Fig. 1: run 1, signal wires on met1
(4 px per um) Supply wires on this layer in gray.
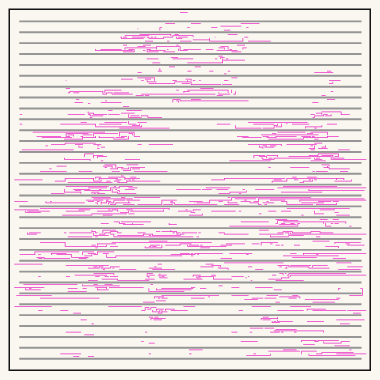
Fig. 2: run 1, gate families picked out
(6 px per um)
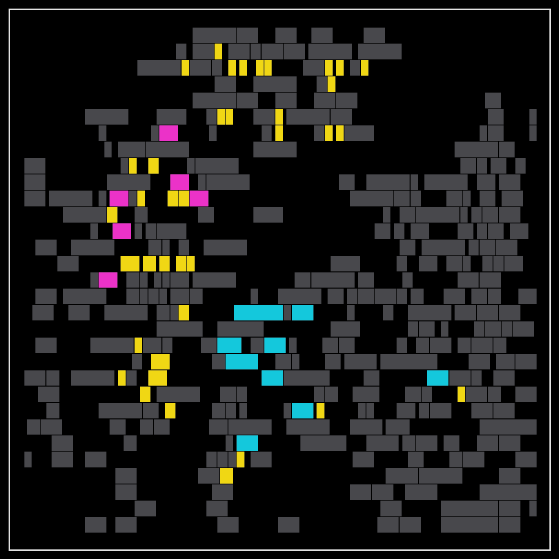
Fig. 3: run 1, signal wires by layer
(4 px per um) Only two layers are drawn.
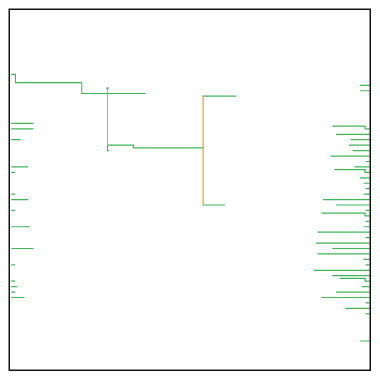
Fig. 4: run 1, congestion heat map
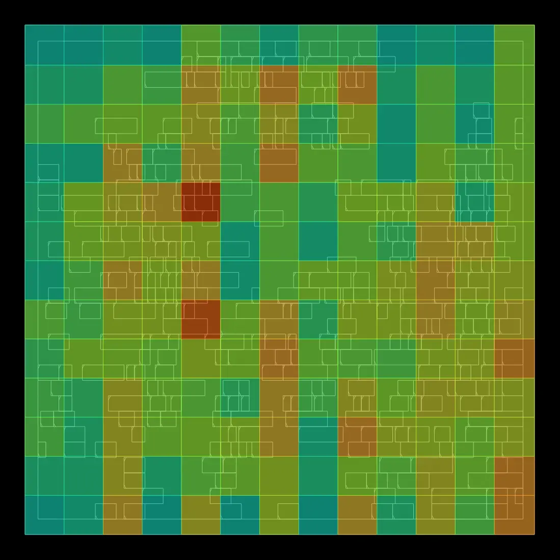
`src/rtl/spi_pkg.sv`:
```
// Shared definitions for the SPI arbiter: FSM encoding, core STATUS bit positions
// and the default CONTROL byte.
package spi_pkg;

  typedef enum logic [2:0] {
    S_IDLE,
    S_LOAD,
    S_WAIT_START,
    S_WAIT_DONE,
    S_RD,
    S_ACK
  } state_t;

  localparam int STATUS_BUSY = 0;
  localparam int STATUS_DONE = 1;

  localparam logic [7:0] CONTROL_VAL_DEF = 8'hE4;

endpackage

```
`src/rtl/rr_pick.sv`:
```
// Combinational round-robin selector: first set request at or above ptr, wrapping
// to the lowest set request below ptr.
module rr_pick #(
  parameter int N_REQ = 4,
  parameter int PW    = (N_REQ > 1) ? $clog2(N_REQ) : 1
) (
  input  logic [N_REQ-1:0] req,
  input  logic [PW-1:0]    ptr,
  output logic [N_REQ-1:0] gnt,
  output logic [PW-1:0]    idx,
  output logic             valid
);

  logic          hi_v;
  logic [PW-1:0] hi_i;
  logic [PW-1:0] lo_i;

  // Scanning downward lets the lowest qualifying index overwrite earlier hits.
  always_comb begin
    hi_v  = 1'b0;
    hi_i  = '0;
    lo_i  = '0;
    valid = 1'b0;
    for (int j = N_REQ - 1; j >= 0; j--) begin
      if (req[j]) begin
        valid = 1'b1;
        lo_i  = PW'(j);
        if (PW'(j) >= ptr) begin
          hi_v = 1'b1;
          hi_i = PW'(j);
        end
      end
    end
    idx = hi_v ? hi_i : lo_i;
    gnt = valid ? (N_REQ'(1) << idx) : '0;
  end

endmodule

```
`src/rtl/spi_arbiter.sv`:
```
// Round-robin arbiter sharing one SPI master core among N_REQ requesters, with
// per-byte WRITE/READ sequencing and a watchdog that aborts stalled transfers.
module spi_arbiter
  import spi_pkg::*;
#(
  parameter int         N_REQ       = 4,
  parameter logic [7:0] CONTROL_VAL = CONTROL_VAL_DEF,
  parameter int         TIMEOUT     = 255
) (
  input  logic               CLK,
  input  logic               CLR,
  input  logic [N_REQ-1:0]   REQ,
  input  logic [N_REQ-1:0]   LAST,
  input  logic [8*N_REQ-1:0] TX_DATA,
  output logic [N_REQ-1:0]   GNT,
  output logic [N_REQ-1:0]   BYTE_ACK,
  output logic [7:0]         RX_DATA,
  output logic               RX_VALID,
  output logic               ERR,
  output logic               SPI_WRITE,
  output logic               SPI_READ,
  output logic               SPI_CLR,
  output logic [7:0]         SPI_CONTROL,
  output logic [7:0]         SPI_DATA,
  input  logic [7:0]         SPI_RDATA,
  input  logic [7:0]         SPI_STATUS
);

  localparam int         PW = (N_REQ > 1) ? $clog2(N_REQ) : 1;
  localparam logic [7:0] TO = 8'(TIMEOUT);

  state_t           state_q, state_d;
  logic [N_REQ-1:0] gnt_q, gnt_d;
  logic [PW-1:0]    g_q, g_d;
  logic [PW-1:0]    ptr_q, ptr_d;
  logic             last_q, last_d;
  logic [7:0]       cnt_q, cnt_d;
  logic [7:0]       rx_q, rx_d;
  logic [7:0]       sd_q, sd_d;
  logic             err_q, err_d;

  logic [N_REQ-1:0] pick_gnt;
  logic [PW-1:0]    pick_idx;
  logic             pick_v;
  logic [7:0]       tx_sel;
  logic [PW-1:0]    ptr_nxt;
  logic             timeout;
  logic             status_unused;

  rr_pick #(.N_REQ(N_REQ), .PW(PW)) u_pick (
    .req   (REQ),
    .ptr   (ptr_q),
    .gnt   (pick_gnt),
    .idx   (pick_idx),
    .valid (pick_v)
  );

  always_comb begin
    tx_sel = '0;
    for (int i = 0; i < N_REQ; i++) begin
      if (g_q == PW'(i)) tx_sel = TX_DATA[8*i +: 8];
    end
  end

  assign ptr_nxt       = (g_q == PW'(N_REQ - 1)) ? '0 : g_q + 1'b1;
  assign timeout       = (state_q == S_WAIT_START || state_q == S_WAIT_DONE) && (cnt_q == TO);
  assign status_unused = ^SPI_STATUS[7:2];

  always_comb begin
    state_d = state_q;
    gnt_d   = gnt_q;
    g_d     = g_q;
    ptr_d   = ptr_q;
    last_d  = last_q;
    cnt_d   = '0;
    rx_d    = rx_q;
    sd_d    = sd_q;
    err_d   = 1'b0;
    unique case (state_q)
      S_IDLE: begin
        if (pick_v) begin
          gnt_d   = pick_gnt;
          g_d     = pick_idx;
          state_d = S_LOAD;
        end
      end
      S_LOAD: begin
        sd_d    = tx_sel;
        last_d  = LAST[g_q];
        state_d = S_WAIT_START;
      end
      S_WAIT_START: begin
        cnt_d = cnt_q + 8'd1;
        if (SPI_STATUS[STATUS_BUSY]) begin
          cnt_d   = '0;
          state_d = S_WAIT_DONE;
        end
      end
      S_WAIT_DONE: begin
        cnt_d = cnt_q + 8'd1;
        if (SPI_STATUS[STATUS_DONE]) state_d = S_RD;
      end
      S_RD: begin
        rx_d    = SPI_RDATA;
        state_d = S_ACK;
      end
      S_ACK: begin
        if (last_q || !REQ[g_q]) begin
          gnt_d   = '0;
          ptr_d   = ptr_nxt;
          state_d = S_IDLE;
        end else begin
          state_d = S_LOAD;
        end
      end
      default: state_d = S_IDLE;
    endcase
    // Watchdog overrides any STATUS progress seen in the same cycle.
    if (timeout) begin
      err_d   = 1'b1;
      gnt_d   = '0;
      ptr_d   = ptr_nxt;
      cnt_d   = '0;
      state_d = S_IDLE;
    end
  end

  always_ff @(posedge CLK) begin
    if (CLR) begin
      state_q <= S_IDLE;
      gnt_q   <= '0;
      g_q     <= '0;
      ptr_q   <= '0;
      last_q  <= 1'b0;
      cnt_q   <= '0;
      rx_q    <= '0;
      sd_q    <= '0;
      err_q   <= 1'b0;
    end else begin
      state_q <= state_d;
      gnt_q   <= gnt_d;
      g_q     <= g_d;
      ptr_q   <= ptr_d;
      last_q  <= last_d;
      cnt_q   <= cnt_d;
      rx_q    <= rx_d;
      sd_q    <= sd_d;
      err_q   <= err_d;
    end
  end

  // The LOAD byte is passed straight through so it lines up with the WRITE strobe.
  assign SPI_DATA    = (state_q == S_LOAD) ? tx_sel : sd_q;
  assign SPI_WRITE   = (state_q == S_LOAD);
  assign SPI_READ    = (state_q == S_RD);
  assign RX_VALID    = (state_q == S_ACK);
  assign BYTE_ACK    = (state_q == S_ACK) ? gnt_q : '0;
  assign RX_DATA     = rx_q;
  assign GNT         = gnt_q;
  assign ERR         = err_q;
  assign SPI_CLR     = err_q;
  assign SPI_CONTROL = (|gnt_q) ? CONTROL_VAL : 8'h00;

endmodule

```
`config.mk`:
```
export PLATFORM = sky130hd
export DESIGN_NAME = spi_arbiter
export DESIGN_NICKNAME = d
export VERILOG_FILES = /design/src/rtl/spi_pkg.sv /design/src/rtl/rr_pick.sv /design/src/rtl/spi_arbiter.sv
export SDC_FILE = /design/constraint.sdc
export NUM_CORES = 1
export LEC_CHECK = 0
export CAP_MARGIN = 20
export CORE_MARGIN = 2
export CORE_UTILIZATION = 27
export DETAILED_ROUTE_END_ITERATION = 10
export SYNTH_ARGS = -nofsm -noshare
export SYNTH_HDL_FRONTEND = slang
export SYNTH_SLANG_ARGS = --single-unit
```
`constraint.sdc`:
```
create_clock -name CLK -period 2.53 [get_ports CLK]
set_input_delay 0.3795 -clock CLK [delete_from_list [all_inputs] [get_ports CLK]]
set_output_delay 0.3795 -clock CLK [all_outputs]
set_load 0.005 [all_outputs]
```
==> flow_metrics.env, run 1 <==
# implementation run metrics
export IMPL_status="complete, no violations"
export IMPL_worst_setup_path_type="reg2out"
export IMPL_report_final_slew_viol_count=0
export IMPL_clock_skew_ps=2.54
export IMPL_worstSetupEndpointType="output port"
export IMPL_portBuffers=84
export IMPL_root_buffer="clkbuf_8"
export IMPL_clk_path_buf_depth=2
export IMPL_syn_area_um2=1990
export IMPL_diodes=0
export IMPL_finalHoldViolCount=0
export IMPL_place_congestion=0.741
export IMPL_postSynthCellCount=246
export IMPL_period_needed_ps=2400
export IMPL_first_pass_iters=4
export IMPL_placed_cells=419
export IMPL_ff2ff_path_depth=13
export IMPL_grt_pass1_wl_mm=9.22
export IMPL_synth_top_area_share_pct=37.2
export IMPL_reg2reg_slack_ps=350
export IMPL_combPwrFrac_pct=34.9
export IMPL_reg2reg_from="g_q[0]"
export IMPL_drtIter0Drc=28
export IMPL_p_int_mw=1.16
export IMPL_placed_area_um2=2920
export IMPL_synth_area_top_cells="dfxtp_1, a21oi_1, nor2_1"
export IMPL_powerClk_uw=416
export IMPL_dieArea_um2=8080
export IMPL_yosysChipArea_um2=1990
export IMPL_cts_buffers_inserted=5
export IMPL_fp_dieH_um=89.9
export IMPL_ys_sh_simple_pct=25.7
export IMPL_top_level_ports=95
export IMPL_top_layer="met4"
export IMPL_rsz0062_at_grt="false"
export IMPL_wl_met2_mm=2.60
export IMPL_logic_area_um2=1250
export IMPL_syn2layout_area_growth_pct=65.0
## Picture notes: Fig. 1
share of all routed wire: 48%
longest straight run: 32.2 um
wire length on this layer: 2,690 um
main direction: horizontal
met1 usage: 17.1%
WL final: 5.65 mm
DR vias: 2,047

## Picture notes: Fig. 2
legend:
  XOR/XNOR gates:
    color: magenta
    cells: 6
  multiplexers:
    color: cyan
    cells: 9
  NAND gates:
    color: yellow
    cells: 38
most frequent logic cell in the layout: clkdlybuf4s50_1
final std cells w/o fill: 446
Comb area share: 38.1%

## Picture notes: Fig. 3
legend:
  met3:
    color: green
    wire_length: 324 um
  met4:
    color: orange
    wire_length: 41.5 um
gr usage total: 13.7%
Wirelength per Cell: 12.7 um

## Picture notes: Fig. 4
Finished Core Util: 45.6%
GR peak layer: met2
met2 usage: 23.4%

[run 1: worst max-delay path, cell delays in order (launching register included)]
cell           delay [ps]
dfxtp_2               340
inv_1                  60
ha_2                  180
nor2b_1               140
buf_4                 170
a221oi_4              280
nor3_2                 80
a21oi_2               140
a21oi_1                80
dlygate4sd2_1         270
[run 1: area by class of cell]
| class | instances | share of cell area (%) |
|---|---|---|
| Multi-Input combinational cell | 183 | 38.1 |
| Inverter | 7 | 0.799 |
| Sequential cell | 37 | 22.6 |
| Tap cell | 99 | 3.77 |
| Timing Repair Buffer | 113 | 32.1 |
| Clock buffer | 7 | 2.63 |
[run 1: what timing repair did]
| item | CTS | global route |
|---|---|---|
| endpoints found under the setup margin | 8 | 7 |
| resized | 21 | 18 |
| setup buffers | 17 | 3 |
| pin swaps | 3 | 6 |
==> inputs of run 2 (changes only) <==
Settings changed: CORE_UTILIZATION 27 to 42, CTS_BUF_LIST from default to sky130_fd_sc_hd__clkbuf_8, PLACE_DENSITY from default to 0.82.
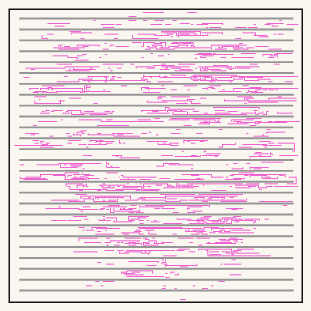
Fig. 5. Signal wires on met1 (run 2).
(4 px per um) Supply wires on this layer in gray.
met1 usage: 24.4%
WL final: 5.58 mm

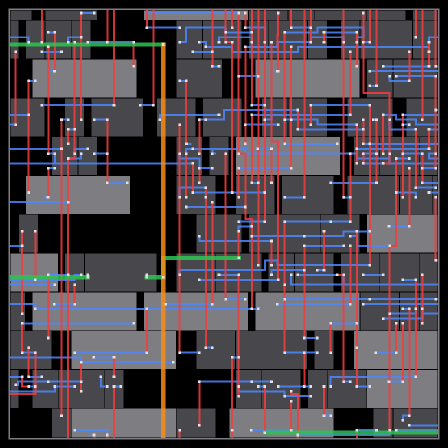
Fig. 6. Zoomed window (run 2).
Region (21, 36) to (51, 66) um. Cells in gray, sequential cells in the stronger gray; small squares are vias.
legend:
  met4:
    color: orange
  met3:
    color: green
  met1:
    color: blue
  met2:
    color: red
netlist names of flops here include: sd_q (7), RX_DATA (2), cnt_q (2)
sequential cells in the window: 13
cells with their middle in the window: 78
most frequent: dfxtp_1 (13)

==> run 2 against run 1 <==
Compared with the run above: die size down 34%; register-to-register slack better by 30 ps; critical path type unchanged; non-clock buffer count shrank 3; cell count down 11%.
==> flow_metrics.env, run 2 <==
# implementation run metrics
export IMPL_top_layer="met4"
export IMPL_postSynthCellCount=246
export IMPL_buffer_area_share_pct=32.3
export IMPL_report_final_slew_viol_count=0
export IMPL_postCtsSetupBuffers=15
export IMPL_synth_top_area_share_pct=37.2
export IMPL_cp_num_cells=9
export IMPL_grtUsageTotal_pct=20.6
export IMPL_reg2reg_slack_ps=380
export IMPL_placed_area_um2=2860
export IMPL_tap_cells=54
export IMPL_worst_setup_path_type="reg2out"
export IMPL_wl_met2_mm=2.85
export IMPL_powerClk_uw=514
export IMPL_busiest_layer="met2"
export IMPL_num_nonclk_inverters=7
export IMPL_finalHoldViolCount=0
export IMPL_placed_cells=374
export IMPL_status="complete, no violations"
export IMPL_stdcell_count=399
export IMPL_drtIter0Drc=111
export IMPL_yosysChipArea_um2=1990
export IMPL_clk_share_pct=3.64
export IMPL_worstSetupEndpointType="output port"
export IMPL_largest_cell_class="multi-input combinational cells"
export IMPL_vias=2093
export IMPL_period_needed_ps=2480
export IMPL_layout_top_cell="clkdlybuf4s50_1"
export IMPL_clock_skew_ps=5.38
export IMPL_comb_share_pct=37.7
export IMPL_cp_buffers_inverters=3
export IMPL_portBuffers=84
export IMPL_place_congestion=0.795
export IMPL_syn2layout_area_growth_pct=60.3
export IMPL_cpLargestDelayFamily="AND-OR/OR-AND gates"
export IMPL_syn_area_um2=1990
[run 2: cell counts after synthesis]
Identical to the previous run, type by type.
[run 2: worst reg2reg max path, stage by stage, from the launching register on]
cell and delay [ps]:
dfxtp_4 350, buf_4 130, ha_4 170, nor2b_1 130, buf_4 190, a221oi_2 80
nor3_1 210, a21oi_2 80, buf_4 150, buf_4 120, buf_4 120, buf_4 120
a211oi_1 220
[run 2: worst max-delay path by stage]
stage / endpoint
detailed placement: SPI_DATA[1]
global route: SPI_DATA[1]
finish: SPI_DATA[1]
floorplan: SPI_DATA[4]
CTS: SPI_DATA[0]
global placement: SPI_DATA[1]
==> inputs of run 3 (changes only) <==
Settings changed: CORE_UTILIZATION 42 to 38, PLACE_DENSITY 0.82 to 0.75.
Clock period 2.53 ns to 2.2 ns, I/O delays scaled along.
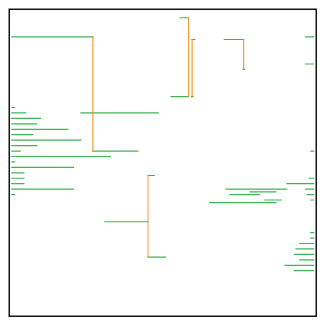
Fig. 7. Signal wires by layer (run 3).
(4 px per um) Only two layers are drawn.
legend:
  met3:
    color: green
    wire_length: 304 um
  met4:
    color: orange
    wire_length: 90.4 um
Wirelength per Cell: 14.8 um
WL final: 6.40 mm

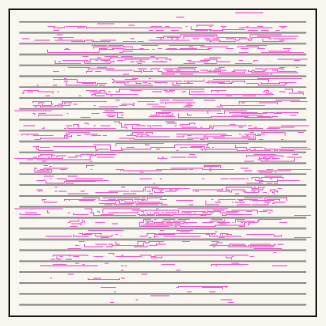
Fig. 8. Signal wires on met1 (run 3).
(4 px per um) Supply wires on this layer in gray.
wire length on this layer: 2,740 um
longest straight run: 23.9 um
DR vias: 2,187
met1 usage: 23.0%

==> run 3 against run 2 <==
Compared with the run above: the flow now finishes with violations (negative setup slack); power rose by 26%; critical path depth did not move; sequential share of layout area fell by 2.1 points; count of clock-buffer cells in the layout did not move; setup slack got worse by 74 ps; routed wire length rose by 15%; combinational power rose by 44%; synthesized cell count did not move; via count rose by 4.5%; critical path type unchanged; critical endpoint is now SPI_DATA[3]; largest power group is now combinational cells.
==> flow_metrics.env, run 3 <==
# implementation run metrics
export IMPL_switchingPower_uw=605
export IMPL_setup_slack_ps=-22.1
export IMPL_switching_share_pct=28.4
export IMPL_gr_total_overflow=0
export IMPL_worstSetupEndpointType="output port"
export IMPL_largest_cell_class="multi-input combinational cells"
export IMPL_violations="negative setup slack"
export IMPL_portBuffers=84
export IMPL_antenna_left=0
export IMPL_ys_types=42
export IMPL_yosysCellCount=246
export IMPL_postSynthCellCount=246
export IMPL_worst_setup_path_type="reg2out"
export IMPL_core_area_um2=5070
export IMPL_finalHoldViolCount=0
export IMPL_postCtsSetupBuffers=17
export IMPL_antenna_found_initial=0
export IMPL_final_core_util_pct=69.3
export IMPL_seq_area_share_pct=21.2
export IMPL_synthXorXnorAreaFrac_pct=2.64
export IMPL_placed_cells=404
export IMPL_yosysMostFrequentCell="dfxtp_1"
export IMPL_synth_logic_top_family="simple AND/OR/NAND/NOR gates"
export IMPL_drtIter0Drc=84
export IMPL_die_width_um=76.4
export IMPL_p_int_mw=1.52
export IMPL_htree_levels=2
export IMPL_logic_area_um2=1370
export IMPL_tap_cells=70
export IMPL_comb_share_pct=39.1
export IMPL_setup_viol=2
export IMPL_yosys_top_cells_count="dfxtp_1, a21oi_1, nor2_1, nand2_1, clkbuf_1"
export IMPL_report_final_slew_viol_count=0
export IMPL_ctsHoldBuffers=0
export IMPL_grt_max_degree=27
export IMPL_buffers=127
export IMPL_stdcell_count=432
export IMPL_ys_sh_aoi_pct=18.5
export IMPL_period_needed_ps=2220
export IMPL_placed_area_um2=3000
export IMPL_peakVddDrop_v=0.000405
export IMPL_mux_area_share_pct=5.46
export IMPL_rsz0062_at_grt="true"
export IMPL_status="finished, violations left"
export IMPL_maxCapViolCount=0
export IMPL_nNetsFinal=424
export IMPL_reg2reg_slack_ps=70
export IMPL_num_nonclk_inverters=7
export IMPL_dp_final_hpwl_mm=4.11
export IMPL_cpLargestDelayFamily="AND-OR/OR-AND gates"
export IMPL_grtUsageTotal_pct=19.0
export IMPL_post_route_period_util_pct=101
export IMPL_synth_top_area_share_pct=37.2
export IMPL_nClkBuffers=6
export IMPL_clock_skew_ps=5.27
export IMPL_hold_start="RX_DATA[1]"
export IMPL_syn_area_um2=1990
export IMPL_place_congestion=0.842
export IMPL_fmax_ghz=0.450
export IMPL_cts_sinks=37
export IMPL_layout_top_cell="clkdlybuf4s50_1"
export IMPL_seq_cells=37
export IMPL_comb_cells=183
export IMPL_clk_share_pct=3.42
export IMPL_total_leakage_power_nw=1.31
export IMPL_most_common_layout_cells="clkdlybuf4s50_1, buf_4, dfxtp_1"
export IMPL_cp_buffers_inverters=3
export IMPL_critPathRequiredTime_ps=1870
export IMPL_via_per_inst=5.06
export IMPL_syn2layout_area_growth_pct=76.4
export IMPL_async_reset_ff_share_pct=0
export IMPL_reg2reg_from="g_q[1]"
export IMPL_postSynthSeqShare_pct=37.2
export IMPL_edf_count=0
export IMPL_crit_path_max_fanout=4
export IMPL_buffer_area_share_pct=32.9
export IMPL_largest_area_cell="dfxtp_1"
export IMPL_drc=0
export IMPL_cp_arrival_ps=1890
export IMPL_top_level_ports=95
export IMPL_fillerInstances=417
export IMPL_grt_pass1_vias=1968
export IMPL_clk_pin_slew_ps=80
export IMPL_yosysChipArea_um2=1990
run 3: cell counts after synthesis:
Identical to the previous run, type by type.
run 3: layer usage:
metal,up-vias,global-route usage (%),routed length [um]
met5,-,0,0
met4,0,6.91,90
met3,11,4.98,304
met2,57,32.2,3260
met1,1033,23.0,2740
li1,1086,-,-
run 3: power by group through the flow:
stage               Combinational, mW  Clock (mW)  Sequential [mW]
global placement                0.583           0            0.742
global route                    0.834       0.663            0.734
detailed placement              0.592           0            0.743
floorplan                       0.272           0            0.743
finish                          0.778       0.620            0.730
CTS                             0.674       0.634            0.728
run 3: final timing paths:
path	endpoint	depth (start not counted)
min	RX_DATA[1]	2
max reg2reg	sd_q[1]	12
max	SPI_DATA[3]	9
min reg2reg	RX_DATA[1]	2
No activity file was given, so power comes from the tool's default toggle rates.
